**Run 1: met3 routing**

Cells faint in the background.
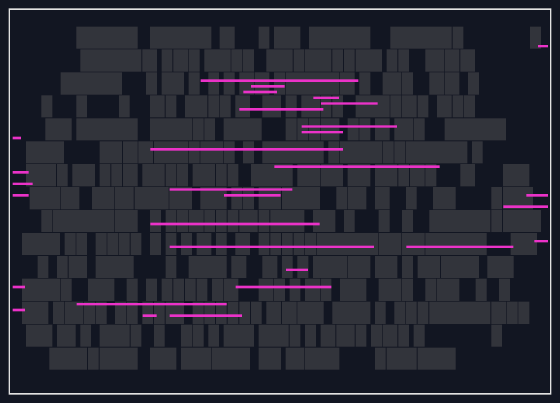
**Run 1: clock distribution**

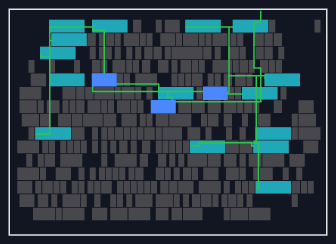
**Run 1: logic cells by family**

Bar = 20 um.
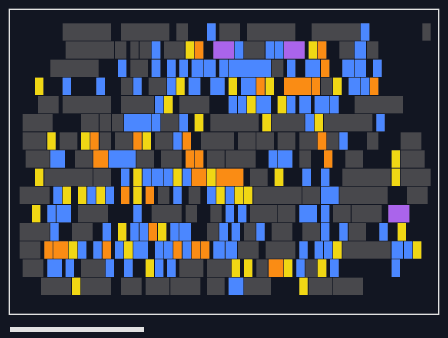
**Run 1: routing congestion map**

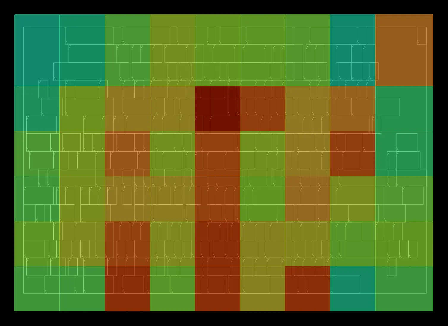
===== src/rtl/pipeline_stall_ctrl.sv =====
// Stall/flush sequencer for the 5-stage core: load-use, taken-branch, data-memory wait, debug drain-to-halt.
// Optional performance counters are compiled in when PIPE_CTRL_PERF_EN is defined.
module pipeline_stall_ctrl #(
  parameter int DRAIN_CYCLES = 4,
  parameter int MEM_TIMEOUT  = 255
) (
  input  logic        clk,
  input  logic        reset,
  input  logic [4:0]  id_rs1,
  input  logic [4:0]  id_rs2,
  input  logic        id_uses_rs1,
  input  logic        id_uses_rs2,
  input  logic        ex_mem_read,
  input  logic [4:0]  ex_rd,
  input  logic        ex_branch_taken,
  input  logic        mem_req,
  input  logic        mem_ready,
  input  logic        halt_req,
  input  logic        resume,
  output logic        pc_en,
  output logic        if_id_en,
  output logic        id_ex_en,
  output logic        ex_mem_en,
  output logic        mem_wb_en,
  output logic        if_id_flush,
  output logic        id_ex_flush,
  output logic        ex_mem_flush,
  output logic        mem_wb_flush,
  output logic        halted,
  output logic        err_mem_timeout
`ifdef PIPE_CTRL_PERF_EN
  ,
  output logic [31:0] perf_stall_cycles,
  output logic [31:0] perf_flush_events
`endif
);

  localparam int WCW = (MEM_TIMEOUT > 0) ? $clog2(MEM_TIMEOUT + 1) : 1;
  localparam int DCW = (DRAIN_CYCLES > 0) ? $clog2(DRAIN_CYCLES + 1) : 1;
  localparam logic [WCW-1:0] WMAX = WCW'(MEM_TIMEOUT);
  localparam logic [DCW-1:0] DMAX = DCW'(DRAIN_CYCLES);

  typedef enum logic [1:0] {
    S_RUN      = 2'd0,
    S_MEM_WAIT = 2'd1,
    S_DRAIN    = 2'd2,
    S_HALTED   = 2'd3
  } state_t;

  state_t         state_q, state_d;
  logic           ret_drain_q, ret_drain_d;
  logic [WCW-1:0] wcnt_q, wcnt_d;
  logic [DCW-1:0] dcnt_q, dcnt_d;
  logic           err_q, err_d;

  logic mstall;
  logic lu;

  function automatic logic [WCW-1:0] wait_inc(input logic [WCW-1:0] v);
    return (v == WMAX) ? v : v + WCW'(1);
  endfunction

  function automatic logic [DCW-1:0] drain_inc(input logic [DCW-1:0] v);
    return (v == DMAX) ? v : v + DCW'(1);
  endfunction

  assign mstall = mem_req & ~mem_ready;
  assign lu     = ex_mem_read & (ex_rd != 5'd0) &
                  ((id_uses_rs1 & (id_rs1 == ex_rd)) | (id_uses_rs2 & (id_rs2 == ex_rd)));

  always_comb begin
    state_d      = state_q;
    ret_drain_d  = ret_drain_q;
    wcnt_d       = wcnt_q;
    dcnt_d       = dcnt_q;
    err_d        = err_q;
    pc_en        = 1'b1;
    if_id_en     = 1'b1;
    id_ex_en     = 1'b1;
    ex_mem_en    = 1'b1;
    mem_wb_en    = 1'b1;
    if_id_flush  = 1'b0;
    id_ex_flush  = 1'b0;
    ex_mem_flush = 1'b0;
    mem_wb_flush = 1'b0;
    halted       = 1'b0;

    case (state_q)
      S_RUN, S_DRAIN: begin
        if (mstall) begin
          pc_en        = 1'b0;
          if_id_en     = 1'b0;
          id_ex_en     = 1'b0;
          ex_mem_en    = 1'b0;
          mem_wb_flush = 1'b1;
          ret_drain_d  = (state_q == S_DRAIN);
          state_d      = S_MEM_WAIT;
        end else begin
          if (ex_branch_taken) begin
            if_id_flush = 1'b1;
            id_ex_flush = 1'b1;
          end else if (lu) begin
            pc_en       = 1'b0;
            if_id_en    = 1'b0;
            id_ex_flush = 1'b1;
          end
          if (state_q == S_RUN) begin
            if (halt_req) state_d = S_DRAIN;
          end else begin
            // Fetch is shut off while draining, but a taken branch still loads its target.
            if (!ex_branch_taken) begin
              pc_en       = 1'b0;
              if_id_flush = 1'b1;
            end
            dcnt_d = drain_inc(dcnt_q);
            if (dcnt_d == DMAX) state_d = S_HALTED;
          end
        end
      end

      S_MEM_WAIT: begin
        if (!mem_ready) begin
          pc_en        = 1'b0;
          if_id_en     = 1'b0;
          id_ex_en     = 1'b0;
          ex_mem_en    = 1'b0;
          mem_wb_flush = 1'b1;
          wcnt_d       = wait_inc(wcnt_q);
          if (wcnt_d == WMAX) err_d = 1'b1;
        end else begin
          // The release cycle advances the pipe, so it counts toward the drain.
          pc_en       = ~ret_drain_q;
          wcnt_d      = '0;
          ret_drain_d = 1'b0;
          if (ret_drain_q) begin
            dcnt_d  = drain_inc(dcnt_q);
            state_d = (dcnt_d == DMAX) ? S_HALTED : S_DRAIN;
          end else begin
            state_d = S_RUN;
          end
        end
      end

      S_HALTED: begin
        pc_en     = 1'b0;
        if_id_en  = 1'b0;
        id_ex_en  = 1'b0;
        ex_mem_en = 1'b0;
        mem_wb_en = 1'b0;
        halted    = 1'b1;
        if (resume) begin
          state_d = S_RUN;
          dcnt_d  = '0;
        end
      end

      default: state_d = S_RUN;
    endcase

    if (reset) begin
      pc_en        = 1'b0;
      if_id_en     = 1'b0;
      id_ex_en     = 1'b0;
      ex_mem_en    = 1'b0;
      mem_wb_en    = 1'b0;
      if_id_flush  = 1'b0;
      id_ex_flush  = 1'b0;
      ex_mem_flush = 1'b0;
      mem_wb_flush = 1'b0;
      halted       = 1'b0;
    end
  end

  always_ff @(posedge clk) begin
    if (reset) begin
      state_q     <= S_RUN;
      ret_drain_q <= 1'b0;
      wcnt_q      <= '0;
      dcnt_q      <= '0;
      err_q       <= 1'b0;
    end else begin
      state_q     <= state_d;
      ret_drain_q <= ret_drain_d;
      wcnt_q      <= wcnt_d;
      dcnt_q      <= dcnt_d;
      err_q       <= err_d;
    end
  end

  assign err_mem_timeout = err_q & ~reset;

`ifdef PIPE_CTRL_PERF_EN
  logic [31:0] pstall_q;
  logic [31:0] pflush_q;
  logic        br_flush;

  assign br_flush = ~reset & ((state_q == S_RUN) | (state_q == S_DRAIN)) & ~mstall & ex_branch_taken;

  always_ff @(posedge clk) begin
    if (reset) begin
      pstall_q <= '0;
      pflush_q <= '0;
    end else begin
      if (!pc_en && (state_q != S_HALTED)) pstall_q <= pstall_q + 32'd1;
      if (br_flush) pflush_q <= pflush_q + 32'd1;
    end
  end

  assign perf_stall_cycles = reset ? 32'd0 : pstall_q;
  assign perf_flush_events = reset ? 32'd0 : pflush_q;
`endif

endmodule

===== config.mk =====
export PLATFORM = sky130hd
export DESIGN_NAME = pipeline_stall_ctrl
export DESIGN_NICKNAME = d
export VERILOG_FILES = /design/src/rtl/pipeline_stall_ctrl.sv
export SDC_FILE = /design/constraint.sdc
export NUM_CORES = 1
export LEC_CHECK = 0
export ABC_AREA = 1
export CORE_ASPECT_RATIO = 0.7
export CORE_UTILIZATION = 48
export DETAILED_ROUTE_END_ITERATION = 10
export PLACE_DENSITY = 0.85
export SLEW_MARGIN = 20
export SYNTH_ARGS = -nofsm -noshare
export SYNTH_HDL_FRONTEND = slang
export SYNTH_SLANG_ARGS = --single-unit

===== constraint.sdc =====
create_clock -name clk -period 1.9 [get_ports clk]
set_clock_uncertainty 0.2 [all_clocks]
set_input_delay 0.19 -clock clk [delete_from_list [all_inputs] [get_ports clk]]
set_output_delay 0.19 -clock clk [all_outputs]
set_load 0.02 [all_outputs]

==> run summary, run 1 <==
status -> complete, no violations
Distinct lib cells used -> 28
VDD IR max -> 0.564 mV
Yosys Chip Area -> 1290 um^2
hold-fix buffers at CTS -> 0
Reg area -> 300 um^2
post-DP HPWL -> 2810 um
area leader, netlist -> nand2_1
min Tclk post-route -> 1.82 ns
syn_area_per_cell -> 5.65 um^2
CTS tree -> yes
nets@finish -> 311
PD cells -> 800 nW/um^2
CP Launch Type -> input port
Top cells by area -> nand2_1 (24%), dfxtp_1 (23%), inv_1 (11%)
crit path DRT -> 1.51 ns
Synthesis Warnings -> 0
grt total ovfl -> 0
port bufs -> 34
worst setup margin -> 0.0789 ns
core region area -> 2510 um^2
synthesized netlist cell count -> 229
Clock Tree Buf Depth -> 2
Placement Setup Slack -> -0.518 ns
CTS Root Cell -> clkbuf_8
min-delay worst type -> flip-flop to flip-flop
final period utilization -> 0.958
Clk pin slew, worst setup/hold paths -> 0.06 ns
Setup Viol. Count Final -> 0
Achievable Freq -> 0.549 GHz
most frequent cells in the layout -> nand2_1 (76), inv_1 (33), nor2_1 (21)
ys cells -> 229
largest net degree at the start of global routing -> 9
CP arrival -> 1.43 ns
antenna viol nets, final -> 0
first-pass GRT wire length -> 5510 um
multi-input logic area -> 830 um^2
setup bufs post-CTS -> 0
RePlAce Congestion -> 0.894
I/O pins -> 36
Synthesized Nets -> 257
number of global-route vias before repair -> 1285
initial antenna violation count -> 0
First DRT Iteration DRCs -> 109
CTS sink count -> 15
final max-slew violation count -> 0
H-Tree Depth -> 1
Die Wd -> 64.1 um
Crit. End Element -> primary output
Setup CP Type -> input port to primary output
share of layout cells above drive strength 1 -> 0.213
P&R area growth vs syn -> 44.0%
cts bufs inserted -> 3
Avg WL per Cell -> 11.0 um
vias per inst -> 4.78
fillers -> 211
Leak -> 0.00104 uW
register area share after synthesis -> 0.232
diode count -> 0
Final Hold Fails -> 0
# DRC -> 0
post-layout util -> 0.741
std cell rows -> 15
Area leader share -> 0.235
worst-path maximum fanout -> 3
Die Y -> 45.4 um
max_cap viols -> 0
OpenROAD warning count -> 27
First-pass DRT Iterations -> 4
Registers, synthesis -> 15
mapped cell area -> 1290 um^2
Initial Utilization -> 0.514
About 'met3 routing':
- wire length on this layer: 237 um
- main direction: horizontal
- nets with wire on the layer: 30
DR vias: 1512
met3 usage in global routing: 0.0500
routed wire length: 3480 um

About 'clock distribution':
- cyan: flip-flops (count 15)
- blue: clock-net drivers (count 3)
- green: clock wires (length 210 um)
- routed clock nets: 4
clk_lat worst skew: 0.25 ns
total clock network power: 259 uW
Clk pwr share: 0.173

About 'logic cells by family':
- blue: nand cells (cells 105; most used nand2_1)
- orange: nor cells (cells 27; most used nor2_1)
- yellow: inv cells (cells 45; most used inv_1)
- purple: xor and xnor cells (cells 3; most used xor2_1)
post-route insts no fill: 316
most numerous logic cell after layout: nand2_1
Comb/total area: 0.445

About 'routing congestion map':
met1 Usage GRT: 0.366
GRT Total Usage: 0.251

## run 1: cell families after synthesis
family                     share of synthesized area
AOI/OAI and AO/OA                              0.117
xor gates and xnor gates                      0.0203
adders and majority gates                     0.0290
buffers and inverters                          0.151
DFF                                            0.232
other                                        0.00290
and+or+nand+nor                                0.448
## run 1: power breakdown
group	internal, uW	total (uW)	switching, uW	leakage, uW
clock	148	259	110	0.0000228
sequential	365	405	39.9	0.000122
combinational	363	827	464	0.000894
total	876	1490	614	0.00104
## run 1: cells in the mapped netlist
cell and instances:
nand2_1 81, inv_1 37, nor2_1 25, dfxtp_1 15
nand3_1 13, a21oi_1 11, inv_2 7, nand4_1 5
o21ai_0 5, a22oi_1 3, buf_4 3, ha_1 3
nand2_4 2, nand3b_1 2, o21ai_1 2, o21ai_2 2
xor2_1 2, a211oi_2 1, clkbuf_1 1, clkinv_1 1
conb_1 1, nand2_2 1, nand3_4 1, nor2_2 1
nor2_4 1, o32ai_1 1, or2_2 1, xnor2_1 1
## run 1: metal layers
metal	share of wire	track usage	up-vias	wire length [um]
met5	0	0	-	0
met4	0	0.0500	0	0
met3	0.068	0.0500	0	237
met2	0.42	0.385	52	1460
met1	0.51	0.366	650	1780
li1	-	-	810	-
## run 1: per-stage QoR
stage               total power [uW]  hold WS [ns]  TNS, ns  std cells  cell area (um^2)
finish                          1490         0.252        0        316              1860
global route                    1600         0.314  -0.0289        316              1860
CTS                             1470         0.258        0        316              1810
detailed placement              1230         0.244    -3.56        312              1790
global placement                1220         0.239    -3.44        312              1790
floorplan                        898         0.106        0        229              1290
## run 1: final cells by class
type | count | area share
well taps | 34 | 0.0228
multi-input cells | 165 | 0.445
repair buffers | 53 | 0.256
flip-flops and latches | 15 | 0.161
clock buffers | 4 | 0.0242
inverters | 45 | 0.0907
## run 1: critical path, stage by stage
cell	delay (ns)
clkdlybuf4s50_1	0.45
nand2_1	0.05
nor2_1	0.13
nand3_1	0.09
nand2_1	0.09
nand2_2	0.08
nand2_1	0.06
nand2_1	0.05
nand2_1	0.05
nand2_1	0.06
buf_6	0.13
## run 1: sequential cells by signal, indices dropped and copies added (netlist names)
name,flops
dcnt_q,3
wcnt_q,8
ret_drain_q,1
state_q,2
err_q,1
## run 1: repair_timing
| action | in CTS | in global routing |
|---|---|---|
| pin swaps | 1 | 12 |
| gates resized | 43 | 25 |
| setup endpoints to repair | 10 | 7 |
## run 1: path summary, 6_finish.rpt
path	start	end	slack (ns)	depth (start not counted)
worst max-delay path	id_uses_rs2	pc_en	0.08	11
worst min-delay path	err_q	err_q	0.25	2
worst max register to register	wcnt_q[1]	err_q	0.18	9
worst min register to register	err_q	err_q	0.25	2
**Run 1: drive-strength map**

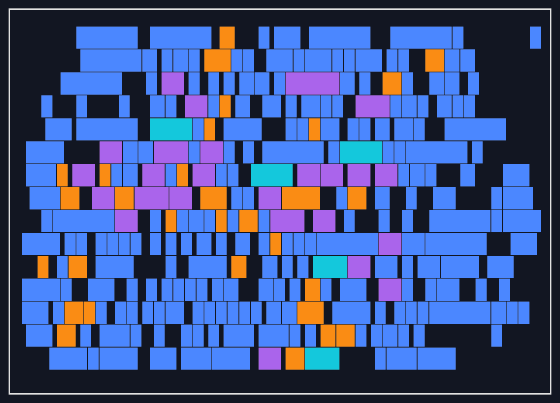

==> inputs of run 2 (changes only) <==
--- a/config.mk
+++ b/config.mk
@@ -7,8 +7,10 @@
 export LEC_CHECK = 0
 export ABC_AREA = 1
 export CORE_ASPECT_RATIO = 0.7
+export CORE_MARGIN = 4
 export CORE_UTILIZATION = 48
 export DETAILED_ROUTE_END_ITERATION = 10
+export GPL_ROUTABILITY_DRIVEN = 1
 export PLACE_DENSITY = 0.85
 export SLEW_MARGIN = 20
 export SYNTH_ARGS = -nofsm -noshare
==> constraint.sdc (replaced) <==
create_clock -name clk -period 1.9 [get_ports clk]
set_clock_uncertainty 0.2 [all_clocks]
set_input_delay 0.19 -clock clk [delete_from_list [all_inputs] [get_ports clk]]
set_output_delay 0.19 -clock clk [all_outputs]
set_load 0.01 [all_outputs]
**Run 2: drive-strength map**

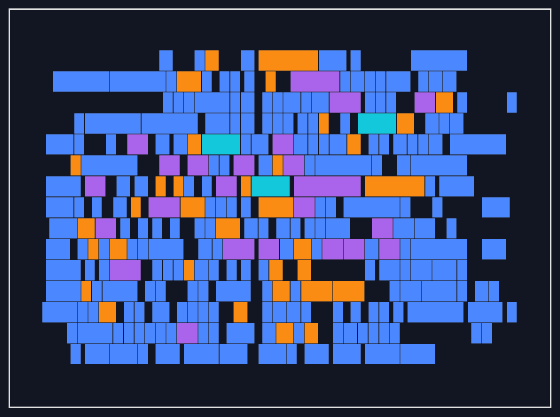
- cyan: x6 and larger (cells 3)
- purple: x3 and x4 (cells 23)
- orange: x2 (cells 34)
- blue: x1 and smaller (cells 220)
fin area: 1860 um^2
worst setup margin: 0.0331 ns
P&R area growth vs syn: 43.5%

==> run 2 against run 1 <==
Effect of this change:
- worst hold slack gained 0.0060 ns
- core utilization down 0.25 points
- synthesized cell count is the same
- flip-flop count stayed put
- routed wire length increased by 4.7%
- sequential share of layout area up 0.39 points
- power decreased by 3.3%
- register-to-register slack worse by 0.05 ns
- maximum frequency down 2.5%
- non-clock buffer count fell by 2
- via count rose by 3.0%
- combinational power fell by 9.6%
- critical endpoint is now err_mem_timeout
==> run summary, run 2 <==
post-DP HPWL -> 2930 um (was 2810 um)
min-delay worst type -> flip-flop to flip-flop (unchanged)
synthesized netlist cell count -> 229 (unchanged)
largest reg by FF count -> wcnt_q (unchanged)
PD cells -> 776 nW/um^2 (was 800 nW/um^2)
CTS sink count -> 15 (unchanged)
Achievable Freq -> 0.536 GHz (was 0.549 GHz)
Clk pin slew, worst setup/hold paths -> 0.06 ns (about the same)
CTS tree -> yes (unchanged)
I/O pins -> 36 (unchanged)
Leak -> 0.00105 uW (was 0.00104 uW)
share of layout cells above drive strength 1 -> 0.214 (was 0.213)
Synthesis Warnings -> 0 (unchanged)
FFs w/ async S/R, synth -> 0 (unchanged)
die area -> 3600 um^2 (was 2910 um^2)
ys cells -> 229 (unchanged)
Yosys Chip Area -> 1290 um^2 (unchanged)
mapped cell area -> 1290 um^2 (unchanged)
initial antenna violation count -> 0 (unchanged)
port bufs -> 34 (unchanged)
dominant synthesized flop cell -> dfxtp_1 (unchanged)
Final Hold Fails -> 0 (unchanged)
final period utilization -> 0.983 (was 0.958)
Largest regs -> wcnt_q (8), dcnt_q (3), state_q (2) (unchanged)
max_cap viols -> 0 (unchanged)
Worst path top cell family by delay -> buffers and inverters (was simple AND/OR/NAND/NOR gates)
syn_area_per_cell -> 5.65 um^2 (unchanged)
CTS Root Cell -> clkbuf_8 (unchanged)
clk_lat worst skew -> 0.25 ns (about the same)
Setup CP Type -> input port to primary output (unchanged)
vias per inst -> 4.96 (was 4.78)
Synthesized Nets -> 257 (unchanged)
fillers -> 199 (was 211)
cts bufs inserted -> 3 (unchanged)
Post-synth top cells -> nand2_1 (81), inv_1 (37), nor2_1 (25) (unchanged)
GRT Total Usage -> 0.206 (was 0.251)
post-route insts no fill -> 314 (was 316)
# DRC -> 0 (unchanged)
slowest stage delay, CP -> 0.47 ns (was 0.45 ns)
Distinct lib cells used -> 28 (unchanged)
most instantiated library cell after synthesis -> nand2_1 (unchanged)
final max-slew violation count -> 0 (unchanged)
First-pass DRT Iterations -> 5 (was 4)
std cell rows -> 15 (unchanged)
Registers, synthesis -> 15 (unchanged)
number of enable flip-flop cells -> 0 (unchanged)
min Tclk post-route -> 1.87 ns (was 1.82 ns)
most frequent cells in the layout -> nand2_1 (78), inv_1 (33), nor2_1 (22) (was nand2_1 (76), inv_1 (33), nor2_1 (21))
RePlAce Congestion -> 0.957 (was 0.894)
Area leader share -> 0.235 (unchanged)
OpenROAD warning count -> 29 (was 27)
Initial Utilization -> 0.514 (unchanged)
first-pass GRT wire length -> 5980 um (was 5510 um)
critical path, cell by cell -> clkdlybuf4s15_1, clkinv_2, buf_4, nand2_1, inv_1, clkdlybuf4s50_1 (was clkdlybuf4s50_1, nand2_1, nor2_1, nand3_1, nand2_1, nand2_2, nand2_1, nand2_1, nand2_1, nand2_1, buf_6)
setup bufs post-CTS -> 0 (unchanged)
crit path DRT -> 1.51 ns (about the same)
Buf/Inv on CP -> 5 (was 2)
diode count -> 0 (unchanged)
largest net degree at the start of global routing -> 10 (was 9)
Die Y -> 51.4 um (was 45.4 um)
multi-input logic area -> 822 um^2 (was 830 um^2)
Placed Cells -> 310 (was 312)
status -> complete, no violations (unchanged)
Crit-path slowest cell -> clkdlybuf4s50_1 (unchanged)
core region area -> 2510 um^2 (unchanged)
Top cells by area -> nand2_1 (24%), dfxtp_1 (23%), inv_1 (11%) (unchanged)
CP arrival -> 1.48 ns (was 1.43 ns)
nets@finish -> 309 (was 311)
grt total ovfl -> 0 (unchanged)
H-Tree Depth -> 1 (unchanged)
antenna viol nets, final -> 0 (unchanged)
Setup Viol. Count Final -> 0 (unchanged)
Placed Area -> 1780 um^2 (was 1790 um^2)
hold-fix buffers at CTS -> 0 (unchanged)
area leader, netlist -> nand2_1 (unchanged)
RSZ-0062 raised after global routing -> yes
Reg area -> 307 um^2 (was 300 um^2)
worst-path maximum fanout -> 5 (was 3)
VDD IR max -> 0.407 mV (was 0.564 mV)
most numerous logic cell after layout -> nand2_1 (unchanged)
Die Wd -> 70.1 um (was 64.1 um)
number of global-route vias before repair -> 1403 (was 1285)
Crit. End Element -> primary output (unchanged)
CP Launch Type -> input port (unchanged)
max reg flops -> 8 (unchanged)
Avg WL per Cell -> 11.6 um (was 11.0 um)
register area share after synthesis -> 0.232 (unchanged)
First DRT Iteration DRCs -> 143 (was 109)
Clock Tree Buf Depth -> 2 (unchanged)
**Run 2: met3 routing**

Cells faint in the background.
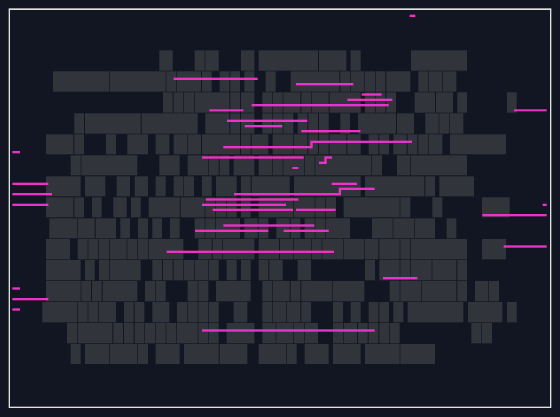
- longest straight run: 22.1 um
- main direction: horizontal
DR vias: 1557
met3 usage in global routing: 0.0432
routed wire length: 3640 um

## run 2: cell counts after synthesis
Identical to the previous run, type by type.
## run 2: worst register-to-register path, stage by stage (launching register included)
cell and delay (ns):
dfxtp_1 0.35, inv_1 0.08, ha_1 0.19, nand2_1 0.09, xor2_1 0.20, nand3b_1 0.15
nand3_1 0.09, nand2_1 0.11, o21ai_2 0.16, inv_1 0.05
## run 2: cell type report
cell class / count / share of cell area
clock buffer: 3 / 0.0222
clock inverter: 1 / 0.00270
inverter: 45 / 0.0916
multi-input combinational: 165 / 0.443
sequential: 15 / 0.165
tap: 34 / 0.0229
timing repair buffer: 51 / 0.253
## run 2: cells by family (layout without fill, tap and decap cells)
| family | after synthesis | count (layout) | synth area share |
|---|---|---|---|
| and+or+nand+nor | 133 | 133 | 0.448 |
| other | 1 | 1 | 0.00290 |
| buffers and inverters | 49 | 100 | 0.151 |
| adders and majority gates | 3 | 3 | 0.0290 |
| xor gates and xnor gates | 3 | 3 | 0.0203 |
| AOI/OAI and AO/OA | 25 | 25 | 0.117 |
| DFF | 15 | 15 | 0.232 |
## run 2: through the flow
stage	TNS, ns	setup WS, ns	hold slack (ns)	utilization	power [uW]
after global placement	-2.88	-0.430	0.240	0.707	1160
after global routing	-0.00994	-0.00994	0.310	0.738	1540
after detailed placement	-2.95	-0.432	0.257	0.707	1170
after floorplan	0	0.407	0.106	-	867
after CTS	-0.0810	-0.0810	0.271	0.723	1430
final	0	0.0331	0.258	0.738	1440
## run 2: path summary, 6_finish.rpt
| check | startpoint | cells after the start | end | slack, ns |
|---|---|---|---|---|
| hold reg to reg | err_q | 2 | err_q | 0.26 |
| setup reg to reg | dcnt_q[0] | 9 | state_q[1] | 0.13 |
| hold / removal | err_q | 2 | err_q | 0.26 |
| setup / recovery | reset | 6 | err_mem_timeout | 0.03 |
## run 2: report_power, final
part	internal, uW	switching, uW	total [uW]
clock	145	116	261
combinational	330	418	748
sequential	374	58.7	432
total	849	592	1440
## run 2: metal layers
| metal | track usage | routed length, um | vias to the layer above |
|---|---|---|---|
| met5 | 0 | 0 | - |
| met4 | 0.0446 | 41 | 0 |
| met3 | 0.0432 | 279 | 8 |
| met2 | 0.339 | 1580 | 59 |
| met1 | 0.280 | 1740 | 687 |
| li1 | - | - | 803 |
## run 2: timing repair
| item | 4_1_cts | 5_1_grt |
|---|---|---|
| gates cloned | 0 | 0 |
| pin swaps | 0 | 10 |
| endpoints found under the hold margin | 0 | 0 |
| setup endpoints to repair | 10 | 10 |
| gates resized | 37 | 24 |
Power is estimated from default activity; no workload was simulated.
